`src/rtl/div_ctrl_pkg.sv`:
```
// Shared definitions for the divide controller: funct3 op codes, bus widths
// and FSM state encodings.
package div_ctrl_pkg;

  localparam int RegBus     = 32;
  localparam int RegAddrBus = 5;

  localparam logic [2:0] INST_DIV  = 3'b100;
  localparam logic [2:0] INST_DIVU = 3'b101;
  localparam logic [2:0] INST_REM  = 3'b110;
  localparam logic [2:0] INST_REMU = 3'b111;

  typedef enum logic [1:0] {
    S_IDLE = 2'd0,
    S_RUN  = 2'd1,
    S_WB   = 2'd2
  } div_state_e;

endpackage

```
`src/rtl/div_ctrl.sv`:
```
// Divide-instruction sequencer: latches operands, drives the external divider,
// buffers its result and hands it to write-back, with flush and watchdog abort.
module div_ctrl
  import div_ctrl_pkg::*;
#(
  parameter int TIMEOUT = 48
) (
  input  logic                  clk,
  input  logic                  rst,
  input  logic                  req_i,
  input  logic [2:0]            op_i,
  input  logic [RegBus-1:0]     rs1_i,
  input  logic [RegBus-1:0]     rs2_i,
  input  logic [RegAddrBus-1:0] rd_i,
  input  logic                  flush_i,
  output logic                  div_start_o,
  output logic [2:0]            div_op_o,
  output logic [RegBus-1:0]     div_dividend_o,
  output logic [RegBus-1:0]     div_divisor_o,
  output logic [RegAddrBus-1:0] div_waddr_o,
  input  logic [RegBus-1:0]     div_result_i,
  input  logic                  div_ready_i,
  output logic                  hold_o,
  output logic                  wb_valid_o,
  output logic [RegAddrBus-1:0] wb_waddr_o,
  output logic [RegBus-1:0]     wb_wdata_o,
  input  logic                  wb_ready_i,
  output logic                  timeout_o
);

  localparam int CW = $clog2(TIMEOUT + 1);

  div_state_e        state;
  logic [CW-1:0]     cnt;
  logic [RegBus-1:0] result;
  logic              tmo_hit;

  // Watchdog fires only when nothing better (flush or ready) happens this cycle.
  assign tmo_hit = (state == S_RUN) && !flush_i && !div_ready_i &&
                   (cnt == CW'(TIMEOUT - 1));

  // Start drops in the ready cycle so the divider cannot relaunch on that edge.
  assign div_start_o = (state == S_RUN) && !div_ready_i && !flush_i && !tmo_hit;
  assign hold_o      = (state != S_IDLE) || (req_i && !flush_i);
  assign wb_valid_o  = (state == S_WB);
  assign wb_waddr_o  = div_waddr_o;
  assign wb_wdata_o  = result;

  always_ff @(posedge clk or negedge rst) begin
    if (!rst) begin
      state          <= S_IDLE;
      cnt            <= '0;
      result         <= '0;
      div_op_o       <= '0;
      div_dividend_o <= '0;
      div_divisor_o  <= '0;
      div_waddr_o    <= '0;
      timeout_o      <= 1'b0;
    end else begin
      timeout_o <= 1'b0;
      case (state)
        S_IDLE: begin
          if (req_i && !flush_i) begin
            div_op_o       <= op_i;
            div_dividend_o <= rs1_i;
            div_divisor_o  <= rs2_i;
            div_waddr_o    <= rd_i;
            cnt            <= '0;
            state          <= S_RUN;
          end
        end
        S_RUN: begin
          cnt <= cnt + 1'b1;
          if (flush_i) begin
            state <= S_IDLE;
          end else if (div_ready_i) begin
            result <= div_result_i;
            state  <= S_WB;
          end else if (tmo_hit) begin
            timeout_o <= 1'b1;
            state     <= S_IDLE;
          end
        end
        S_WB: begin
          if (flush_i || wb_ready_i) state <= S_IDLE;
        end
        default: state <= S_IDLE;
      endcase
    end
  end

endmodule

```
`config.mk`:
```
export PLATFORM = sky130hd
export DESIGN_NAME = div_ctrl
export DESIGN_NICKNAME = d
export VERILOG_FILES = /design/src/rtl/div_ctrl_pkg.sv /design/src/rtl/div_ctrl.sv
export SDC_FILE = /design/constraint.sdc
export NUM_CORES = 1
export LEC_CHECK = 0
export CORE_MARGIN = 10
export CORE_UTILIZATION = 43
export DETAILED_ROUTE_END_ITERATION = 10
export PLACE_DENSITY = 0.85
export SETUP_SLACK_MARGIN = 0.4
export SYNTH_ARGS = -nofsm -noshare
export SYNTH_HDL_FRONTEND = slang
export SYNTH_SLANG_ARGS = --single-unit
export TNS_END_PERCENT = 5
```
`constraint.sdc`:
```
create_clock -name clk -period 3.52 [get_ports clk]
set_input_delay 0.704 -clock clk [delete_from_list [all_inputs] [get_ports clk]]
set_output_delay 0.704 -clock clk [all_outputs]
set_load 0.05 [all_outputs]
```
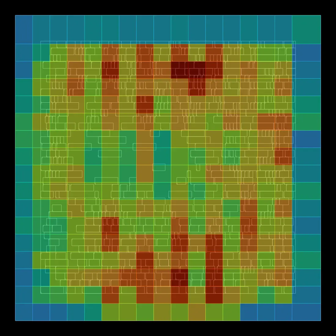
(images/final_congestion.png)
fraction of met2 tracks used by global routing: 0.3207
Core Util, Final: 0.7171
wire per inst: 17.74 µm
global routing met1 resource utilization: 0.1935

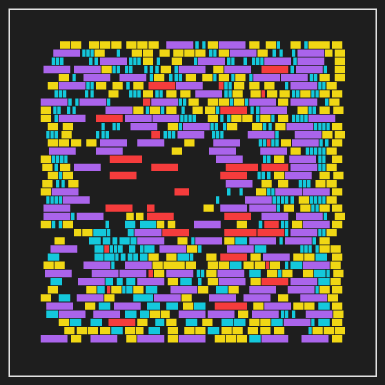
(images/cell_classes.png)
Drawn at 3 px/µm.
purple -> flip-flops  # cells 113, share of their area 39%
yellow -> other buffers and delay cells  # cells 229, share of their area 32%
red -> clock drivers and dummy loads  # cells 32, share of their area 8.4%
cyan -> all other logic  # cells 284, share of their area 20%

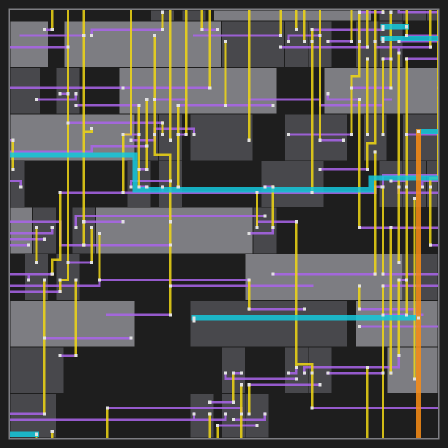
(images/zoom.png)
Window x 18 to 43, y 79 to 104 µm. Cells in gray, sequential cells in the stronger gray; small squares are vias.
yellow -> met2
cyan -> met3
orange -> met4
purple -> met1
netlist names of flops here include = div_dividend_o (4), div_divisor_o (4)
most frequent = nand2_1 (24), dfrtp_1 (8), clkdlybuf4s50_1 (8)
sequential cells in the window = 8
cells with their middle in the window = 41

==> summary.txt <==
Results of an implementation run.

The flow ran to the end, and the final reports show no timing, DRC or antenna violations. The met3 wirelength from detailed routing is 1.011 mm. The nature of the critical path startpoint is a register.

A synthesized cell averages 10.54 µm². For this run the top cell type by instance count after synthesis was nand2_1. The minimum setup slack after placement is 526.4 ps. The die extent in x is 121.8 µm.

Of the post-synthesis cell area, the dominant cell type holds 0.6343. The group that draws the most power in this run is combinational cells. The wire length after detailed routing is 14.10 mm. The post-CTS clock slew at the launch and capture registers of the worst setup and hold paths is 60 ps. The required time of the worst setup path is 2820 ps. Looking at the critical path, the highest net fanout was 4. Max-slew check failures listed in the final report amount to 0. Of the total power, the share spent switching nets is 0.3809.

The flow reports power dissipated in combinational cells as 0.00216 W. After synthesis, the share of cell area in mux cells is 0.08785. For the clock group, total power comes out at 0.00174 W. The finished layout holds 795 standard cells, fillers aside.

The detailed-route via count is 3801. TritonCTS built the clock tree. The fraction of final cell area spent on clock buffers and inverters in this run is 0.08203. Setup repair after global routing left no endpoint under its margin. The most area-hungry cell class in the final design is registers.

The clock net sink count is 113. For this run the aggregate overflow at the end of global routing stands at 0. The tightest min-delay check is of the in -> async type. The routed wirelength on the met1 layer is recorded as 5.264 mm. Across the routed clock network, the largest skew measured is 19.08 ps. For the pin with the worst max-slew slack, the measured transition is 703.1 ps. The worst pin sits at a relative slew slack of 0.5308. After routing the design area is 7337 µm². The largest total area in the synthesized netlist belongs to dfrtp_1. By area, the combinational part of the netlist is dominated by simple AND/OR/NAND/NOR gates. The number of buffers added for setup after CTS is 0.

Routed signal wires occupy layers up through met4. Counting flops with an async set or reset pin after synthesis yields a share of 1.000. Walking the critical path from launch to capture passes 5 cell instances. The final timing report gives a worst setup slack of 615.9 ps. The count of buffers from port buffering is 222. For this run, the register share of the synthesized area comes to 0.6343.
Power and IR drop assume default switching activity.
